===== src/rtl/hack_pkg.sv =====
// ---------------------------------------------------------------------------
// hack_pkg -- shared definitions for the Hack CPU core.
//   * word / address widths
//   * instruction field bit positions (type, a, comp, dest, jump)
//   * control FSM state encoding
// ---------------------------------------------------------------------------
package hack_pkg;

  localparam int unsigned WORD_W = 16;
  localparam int unsigned ADDR_W = 15;

  // Instruction type: 0 = A-instruction, 1 = C-instruction
  localparam int unsigned IR_TYPE    = 15;
  // C-instruction: ALU y operand select (0 = A, 1 = M)
  localparam int unsigned IR_A       = 12;
  // C-instruction comp field, ordered zx,nx,zy,ny,f,no from MSB to LSB
  localparam int unsigned IR_ZX      = 11;
  localparam int unsigned IR_NX      = 10;
  localparam int unsigned IR_ZY      = 9;
  localparam int unsigned IR_NY      = 8;
  localparam int unsigned IR_F       = 7;
  localparam int unsigned IR_NO      = 6;
  // C-instruction destination field
  localparam int unsigned IR_DEST_A  = 5;
  localparam int unsigned IR_DEST_D  = 4;
  localparam int unsigned IR_DEST_M  = 3;
  // C-instruction jump field
  localparam int unsigned IR_JLT     = 2;
  localparam int unsigned IR_JEQ     = 1;
  localparam int unsigned IR_JGT     = 0;

  typedef logic [WORD_W-1:0] word_t;
  typedef logic [ADDR_W-1:0] addr_t;

  typedef enum logic [1:0] {
    ST_FETCH = 2'd0,
    ST_EXEC  = 2'd1,
    ST_HALT  = 2'd2
  } cpu_state_t;

endpackage


===== src/rtl/alu.sv =====
// ---------------------------------------------------------------------------
// alu -- Hack ALU (purely combinational).
//   x, y      : 16-bit operands
//   zx, nx    : zero / negate x
//   zy, ny    : zero / negate y
//   f         : 1 = x + y, 0 = x & y
//   no        : negate result
//   out       : result
//   zr, ng    : result is zero / result is negative (two's complement)
// ---------------------------------------------------------------------------
module alu
  import hack_pkg::*;
(
  input  logic [WORD_W-1:0] x,
  input  logic [WORD_W-1:0] y,
  input  logic              zx,
  input  logic              nx,
  input  logic              zy,
  input  logic              ny,
  input  logic              f,
  input  logic              no,
  output logic [WORD_W-1:0] out,
  output logic              zr,
  output logic              ng
);

  word_t x_pre;
  word_t y_pre;
  word_t res;

  always_comb begin
    x_pre = zx ? '0 : x;
    if (nx) begin
      x_pre = ~x_pre;
    end
    y_pre = zy ? '0 : y;
    if (ny) begin
      y_pre = ~y_pre;
    end
    res = f ? (x_pre + y_pre) : (x_pre & y_pre);
    if (no) begin
      res = ~res;
    end
  end

  assign out = res;
  assign zr  = (res == '0);
  assign ng  = res[WORD_W-1];

endmodule


===== src/rtl/hack_cpu_core.sv =====
// ---------------------------------------------------------------------------
// hack_cpu_core -- multi-cycle Hack CPU (FETCH -> EXEC, 2 cycles/instr min).
//
// Ports
//   clk         : sole clock, rising edge
//   rst_n       : synchronous active-low reset
//   imem_req    : instruction fetch request (high in FETCH)
//   imem_addr   : fetch address (= pc)
//   imem_rdata  : instruction word
//   imem_valid  : imem_rdata valid this cycle (only looked at in FETCH)
//   dmem_addr   : data address (= A[14:0])
//   dmem_rdata  : M = RAM[A], combinational read
//   dmem_wdata  : write data (ALU output)
//   dmem_we     : data write strobe (EXEC of a C-instruction with dest M)
//   pc          : program counter
//   halted      : halt indicator
//
// Optional feature: HACK_CPU_HALT_DETECT_EN
//   When defined, a taken jump whose target equals the current pc parks the
//   core in HALT (no fetch, no writes) until reset. When undefined, halted
//   is tied low and such self-jumps simply loop.
// ---------------------------------------------------------------------------
module hack_cpu_core
  import hack_pkg::*;
(
  input  logic              clk,
  input  logic              rst_n,
  output logic              imem_req,
  output logic [ADDR_W-1:0] imem_addr,
  input  logic [WORD_W-1:0] imem_rdata,
  input  logic              imem_valid,
  output logic [ADDR_W-1:0] dmem_addr,
  input  logic [WORD_W-1:0] dmem_rdata,
  output logic [WORD_W-1:0] dmem_wdata,
  output logic              dmem_we,
  output logic [ADDR_W-1:0] pc,
  output logic              halted
);

  cpu_state_t state, state_d;
  addr_t      pc_d;
  word_t      a_q, a_d;
  word_t      d_q, d_d;
  word_t      ir_q, ir_d;

  word_t      alu_y;
  word_t      alu_out;
  logic       alu_zr;
  logic       alu_ng;
  logic       jump_taken;
  addr_t      pc_inc;

  // ALU: x is always D, y selects between A and M on the a-bit.
  assign alu_y = ir_q[IR_A] ? dmem_rdata : a_q;

  alu u_alu (
    .x   (d_q),
    .y   (alu_y),
    .zx  (ir_q[IR_ZX]),
    .nx  (ir_q[IR_NX]),
    .zy  (ir_q[IR_ZY]),
    .ny  (ir_q[IR_NY]),
    .f   (ir_q[IR_F]),
    .no  (ir_q[IR_NO]),
    .out (alu_out),
    .zr  (alu_zr),
    .ng  (alu_ng)
  );

  assign jump_taken = (ir_q[IR_JLT] & alu_ng)
                    | (ir_q[IR_JEQ] & alu_zr)
                    | (ir_q[IR_JGT] & ~alu_ng & ~alu_zr);

  // 15-bit increment wraps 32767 -> 0 naturally.
  assign pc_inc = pc + 15'd1;

  assign imem_addr  = pc;
  assign dmem_addr  = a_q[ADDR_W-1:0];
  assign dmem_wdata = alu_out;

  // -------------------------------------------------------------------------
  // State register and architectural registers
  // -------------------------------------------------------------------------
  always_ff @(posedge clk) begin
    if (!rst_n) begin
      state <= ST_FETCH;
      pc    <= '0;
      a_q   <= '0;
      d_q   <= '0;
      ir_q  <= '0;
    end else begin
      state <= state_d;
      pc    <= pc_d;
      a_q   <= a_d;
      d_q   <= d_d;
      ir_q  <= ir_d;
    end
  end

  // -------------------------------------------------------------------------
  // Next-state / next-register / output logic
  // All EXEC updates are computed from the pre-edge A, D and pc, so the
  // M write address and jump target are the old A even when A is a dest.
  // -------------------------------------------------------------------------
  always_comb begin
    state_d  = state;
    pc_d     = pc;
    a_d      = a_q;
    d_d      = d_q;
    ir_d     = ir_q;
    imem_req = 1'b0;
    dmem_we  = 1'b0;

    unique case (state)
      ST_FETCH: begin
        imem_req = 1'b1;
        if (imem_valid) begin
          ir_d    = imem_rdata;
          state_d = ST_EXEC;
        end
      end

      ST_EXEC: begin
        state_d = ST_FETCH;
        if (!ir_q[IR_TYPE]) begin
          a_d  = {1'b0, ir_q[ADDR_W-1:0]};
          pc_d = pc_inc;
        end else begin
          if (ir_q[IR_DEST_A]) begin
            a_d = alu_out;
          end
          if (ir_q[IR_DEST_D]) begin
            d_d = alu_out;
          end
          dmem_we = ir_q[IR_DEST_M];
          pc_d    = jump_taken ? a_q[ADDR_W-1:0] : pc_inc;
`ifdef HACK_CPU_HALT_DETECT_EN
          // A taken jump back onto itself can never make progress: park.
          if (jump_taken && (a_q[ADDR_W-1:0] == pc)) begin
            state_d = ST_HALT;
          end
`endif
        end
      end

      ST_HALT: begin
        // Everything holds; only reset leaves this state.
      end

      default: begin
        state_d = ST_FETCH;
      end
    endcase

    // No memory write may escape while reset is asserted.
    if (!rst_n) begin
      dmem_we = 1'b0;
    end
  end

`ifdef HACK_CPU_HALT_DETECT_EN
  assign halted = (state == ST_HALT);
`else
  assign halted = 1'b0;
`endif

endmodule


===== config.mk =====
export PLATFORM = sky130hd
export DESIGN_NAME = hack_cpu_core
export DESIGN_NICKNAME = d
export VERILOG_FILES = /design/src/rtl/hack_pkg.sv /design/src/rtl/alu.sv /design/src/rtl/hack_cpu_core.sv
export SDC_FILE = /design/constraint.sdc
export NUM_CORES = 1
export LEC_CHECK = 0
export CAP_MARGIN = 20
export CORE_ASPECT_RATIO = 1.4
export CORE_MARGIN = 5
export CORE_UTILIZATION = 25
export DETAILED_ROUTE_END_ITERATION = 10
export PLACE_DENSITY = 0.52
export SETUP_SLACK_MARGIN = 0.05
export SYNTH_ARGS = -nofsm -noshare
export SYNTH_HDL_FRONTEND = slang
export SYNTH_SLANG_ARGS = --single-unit

===== constraint.sdc =====
create_clock -name clk -period 5.1 [get_ports clk]
set_clock_uncertainty 0.2 [all_clocks]
set_input_delay 0.765 -clock clk [delete_from_list [all_inputs] [get_ports clk]]
set_output_delay 0.765 -clock clk [all_outputs]
set_load 0.01 [all_outputs]

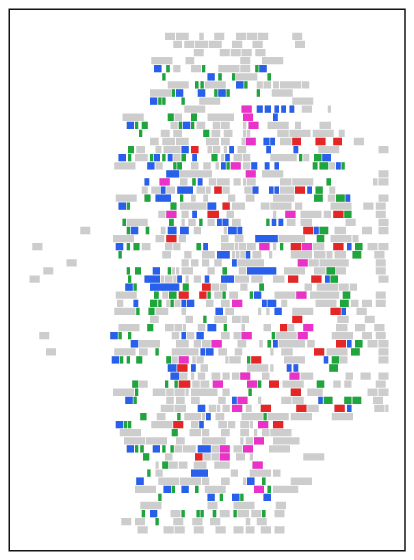
Figure 1: run 1, gate-type map.
Key: magenta = mux cells [cells 32, most used mux2i_1]; blue = aoi and oai cells [cells 119, most used a21oi_1]; red = non-inverting ao/oa cells [cells 34, most used a311o_1]; green = nand cells [cells 142, most used nand2_1]
most common cell after layout, fill and taps aside: sky130_fd_sc_hd__nand2_1
post-route non-filler standard cell count: 1019
combinational fraction of the cell area: 0.490

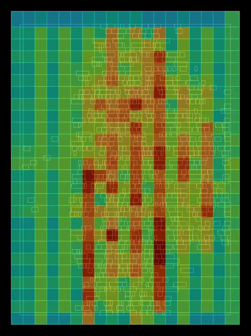
Figure 2: run 1, routing congestion.
WL per Instance: 16.6 µm
final core utilization: 0.348
met1 Use GR: 0.160
global routing met3 resource utilization: 0.0244

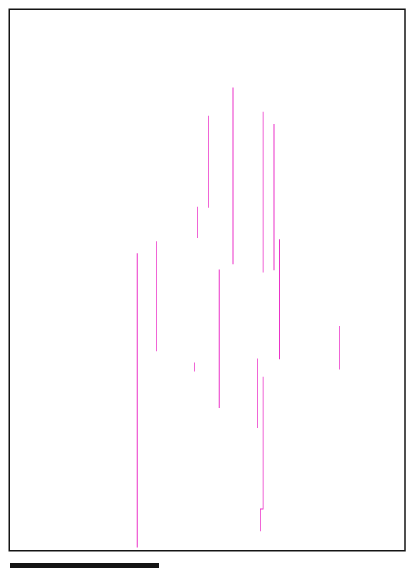
Figure 3: run 1, met4 routing.
The bar under the picture is 50 µm long.
The longest straight run is 98.6 µm. The layer holds 3.1% of the routed length.
total length of routed wires: 16900 µm
total number of vias: 4951

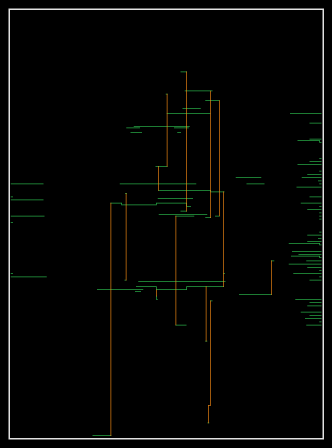
Figure 4: run 1, wiring by layer.
Only two layers are drawn.
Key: green = M3 [wire length 693 µm]; orange = M4 [wire length 517 µm]
GR Util All Layers: 0.140

run 1: layout make-up:
type	count	area share
Timing Repair Buffer	187	0.240
Clock buffer	12	0.0344
Tap cell	256	0.0447
Multi-Input combinational cell	485	0.490
Clock inverter	3	0.00593
Inverter	12	0.00628
Sequential cell	64	0.179
run 1: where the power goes:
| part | internal [µW] | leakage, µW | switching (µW) | total (µW) |
|---|---|---|---|---|
| Clock | 388 | 0.000139 | 230 | 618 |
| Combinational | 277 | 0.00222 | 272 | 548 |
| Sequential | 518 | 0.000521 | 20.6 | 538 |
run 1: state kept, by name (all words and copies together) (netlist names):
signal / flops
a_q: 16
d_q: 16
ir_q: 16
imem_addr: 15
state: 1
==> impl_metrics.toml, run 1 <==
# generated from flow reports
[floorplanning]
cell_row_count = 62
dieWidth_um = 133

[final_layout]
drive_gt1_frac = 0.207
flop_area_um2 = 1280
layout_area_overhead_pct = 36.4

[global_route]
grt.overflow.total = 0
grt_busiest_layer = "met2"
first_global_vias = 4982

[job]
openroad.warnings = 29
maxCapViolations = 0

[setup_path]
path_class = "input port to register"
critical_path.most_common_cell = "sky130_fd_sc_hd__buf_4"
cpMaxStageDelayCell = "sky130_fd_sc_hd__or4b_4"
instance_count_on_the_critical_path = 20
crit_required_ns = 5.12
worst_setup_path_start_kind = "input port"
crit_path_max_incr_delay_ns = 0.56
crit_end_category = "register"

[clocking]
cts_root_buffer = "sky130_fd_sc_hd__clkbuf_16"
post-cts-setup-buffer-count = 15
clock_pin_transition_on_the_worst_setup_and_hold_timing_paths_ns = 0.06
cts.htree.levels = 3
post_cts_resize_count = 57
insertion_delay_ns = 0.34

[pwr]
total_leakage_power_uw = 0.00288
p_per_area_nw_per_um2 = 238
worst_ir_drop_vdd_mv = 0.138

[detailed_routing]
dr.max_layer_used = "met4"
routed_via_density = 4.86
met3_length_um = 693
wirelength_met1_um = 7010
drt_drc_violations_left = 0
drt_iter0_markers = 232

[sta]
grt_setup_unrepaired = "true"
fmax_mhz = 197
setup_viol = 0
final_critical_path_setup_slack_ns = 0.0145
finalHoldViolations = 0
timing.max_slew.rel_slack = 0.389
min_period_over_period = 0.997

[logic_synthesis]
synth.logic.top_family = "simple AND/OR/NAND/NOR gates"
post_synth_inst_count = 643
floorplan.nets = 696
postSynth.topFlopCell = "sky130_fd_sc_hd__dfxtp_1"
synth.yosys.seq_area_share = 0.244
ys_cells = 643
ys_ff = 64

[placed_design]
placer_congestion = 0.883
dp_slack_ns = -0.595

[status]
status = "finished clean"
## Run 2: what changed since run 1
--- a/config.mk
+++ b/config.mk
@@ -7,11 +7,9 @@
 export LEC_CHECK = 0
 export CAP_MARGIN = 20
 export CORE_ASPECT_RATIO = 1.4
-export CORE_MARGIN = 5
-export CORE_UTILIZATION = 25
+export CORE_UTILIZATION = 48
 export DETAILED_ROUTE_END_ITERATION = 10
-export PLACE_DENSITY = 0.52
-export SETUP_SLACK_MARGIN = 0.05
+export PLACE_DENSITY = 0.83
 export SYNTH_ARGS = -nofsm -noshare
 export SYNTH_HDL_FRONTEND = slang
 export SYNTH_SLANG_ARGS = --single-unit
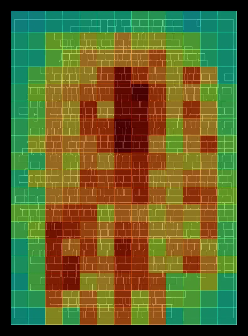
Figure 5: run 2, routing congestion.
met1 Use GR: 0.336
final core utilization: 0.667
global routing met3 resource utilization: 0.0465
GR Util All Layers: 0.288

==> run 2 against run 1 <==
  * The run now ends with setup timing left
  * Final area fell by 2.3%
  * Worst hold slack improved by 0.0025 ns
  * Count of clock-buffer cells in the layout fell by 1
  * First-iteration DRC count rose by 89%
  * Sequential share of layout area rose by 0.38 points
  * Cell count fell by 13%
  * Die size fell by 53%
  * Combinational power rose by 3%
  * Maximum frequency fell by 2.6%
  * Worst setup slack got worse by 0.13 ns
  * Routed wire length fell by 1.9%
  * Critical path type unchanged
  * Highest routed layer unchanged
==> impl_metrics.toml, run 2 <==
# generated from flow reports
[sta]
finalHoldViolations = 0
min_period_over_period = 1.02
setup_viol = 14
final_critical_path_setup_slack_ns = -0.119

[detailed_routing]
via_count = 5327
routed_via_density = 5.98
met3_length_um = 998
drt_drc_violations_left = 0
dr.max_layer_used = "met4"

[logic_synthesis]
postSynth.topFlopCell = "sky130_fd_sc_hd__dfxtp_1"
synth.logic.top_family = "simple AND/OR/NAND/NOR gates"
synth.yosys.seq_area_share = 0.244
post_synth_inst_count = 643

[final_layout]
final-instance-count-excl-fill = 891
layout_area_overhead_pct = 33.4

[pwr]
p_per_area_nw_per_um2 = 246
total_leakage_power_uw = 0.00282
worst_ir_drop_vdd_mv = 0.206

[status]
status = "finished with violations"
violations_in_the_final_reports = "setup timing"

[placed_design]
dp_slack_ns = -0.702

[setup_path]
crit_end_category = "register"
crit_required_ns = 5.11
crit_path_max_incr_delay_ns = 0.52
worst_setup_path_start_kind = "input port"

[job]
openroad.warnings = 29

[global_route]
first_global_vias = 5117
## run 2: cell counts after synthesis
Identical to the previous run, type by type.
## run 2: area by class of cell
cell class	instances	area, µm²	area share
clock inverter	3	42.5	0.00607
inverter	12	45.0	0.00642
timing repair buffer	178	1620	0.231
tap	138	173	0.0246
multi-input combinational	485	3600	0.513
clock buffer	11	253	0.0360
sequential	64	1280	0.183
## run 2: power breakdown
| group | leakage, µW | internal (µW) | total, µW | switching (µW) |
|---|---|---|---|---|
| clock | 0.000143 | 398 | 620 | 222 |
| sequential | 0.000521 | 518 | 540 | 22.0 |
| combinational | 0.00215 | 278 | 563 | 286 |
## run 2: timing repair
item | CTS | global route
endpoints found under the setup margin | 21 | 21
setup buffers | 11 | 1
hold buffers | 0 | 0
pin swaps | 13 | 11
gates resized | 52 | 19
gates cloned | 2 | 0
## Run 3: what changed since run 2
--- a/config.mk
+++ b/config.mk
@@ -7,9 +7,9 @@
 export LEC_CHECK = 0
 export CAP_MARGIN = 20
 export CORE_ASPECT_RATIO = 1.4
-export CORE_UTILIZATION = 48
+export CORE_UTILIZATION = 45
 export DETAILED_ROUTE_END_ITERATION = 10
-export PLACE_DENSITY = 0.83
+export PLACE_DENSITY = 0.79
 export SYNTH_ARGS = -nofsm -noshare
 export SYNTH_HDL_FRONTEND = slang
 export SYNTH_SLANG_ARGS = --single-unit
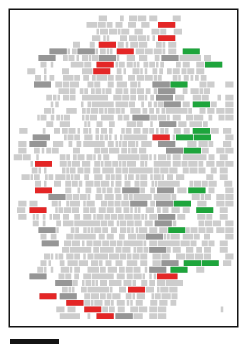
Figure 6: run 3, sequential cells grouped by signal name.
The bar under the picture is 20 µm long.
Key: red = ir_q [placed flops 16]; green = imem_addr [placed flops 15]
fraction of area in registers: 0.180
final core utilization: 0.629
storage element area: 1280 µm²
power dissipated in sequential cells: 541 µW

==> run 3 against run 2 <==
  * The run still ends with setup timing left
  * Highest routed layer unchanged
  * Sequential share of layout area down 0.27 points
  * Maximum frequency down 3.9%
  * Register-to-register slack worse by 0.25 ns
  * Die size up 6.5%
  * Critical path type unchanged
  * Utilization down 3.8 points
==> impl_metrics.toml, run 3 <==
# generated from flow reports
[status]
status = "finished with violations"
violations_in_the_final_reports = "setup timing"

[floorplanning]
n_taps = 144
dieWidth_um = 93.4
cell_row_count = 46

[setup_path]
critical_path.most_common_cell = "sky130_fd_sc_hd__or4_4"
worst_setup_path_start_kind = "input port"
crit_path_max_incr_delay_ns = 0.55

[sta]
setup_viol = 15
final_critical_path_setup_slack_ns = -0.333
fmax_mhz = 184
min_period_over_period = 1.07
finalHoldViolations = 0

[clocking]
post_cts_resize_count = 52
insertion_delay_ns = 0.34
post-cts-setup-buffer-count = 16
cts_root_buffer = "sky130_fd_sc_hd__clkbuf_16"

[final_layout]
combGateArea_um2 = 3560
non_clock_inverter_count = 12
combinational_fraction_of_the_cell_area = 0.499
biggestCellCategory = "combinational gates"
final-instance-count-excl-fill = 914
layout.non_clock_buffers = 193
drive_gt1_frac = 0.225

[global_route]
groute.usage.overall = 0.272
gr-usage-met1 = 0.302
grt.overflow.total = 0
grt_use_met3 = 0.0361

[pwr]
p_sw_frac = 0.302
total_switching_power_uw = 541
combinationalPowerShare = 0.323
power-top-group = "clock"
cell_internal_pwr_uw = 1250
worst_ir_drop_vdd_mv = 0.168

[detailed_routing]
drt_iter0_markers = 324
wirelength_met1_um = 6580
routed_via_density = 5.89
postRouteWirelength_um = 17000
routed_wire_length_per_instance_um = 18.6

[logic_synthesis]
ys_ff = 64
synth.logic.top_family = "simple AND/OR/NAND/NOR gates"
post_synth_inst_count = 643

[job]
openroad.warnings = 29
run 3: cell types whose count changed in the layout (fill, tap and decap cells not counted), moves of 2 or more:
cell / previous run / this run
sky130_fd_sc_hd__dlygate4sd2_1: 3 / 5
sky130_fd_sc_hd__xnor2_1: 29 / 31
sky130_fd_sc_hd__clkbuf_1: 0 / 3
sky130_fd_sc_hd__a21oi_2: 13 / 11
sky130_fd_sc_hd__and4_2: 11 / 3
sky130_fd_sc_hd__xnor2_2: 3 / 1
sky130_fd_sc_hd__buf_4: 74 / 89
sky130_fd_sc_hd__and4_4: 1 / 9
sky130_fd_sc_hd__clkdlybuf4s15_1: 2 / 0
sky130_fd_sc_hd__a21oi_1: 25 / 28
sky130_fd_sc_hd__clkdlybuf4s50_1: 88 / 86
Power and IR drop assume default switching activity.
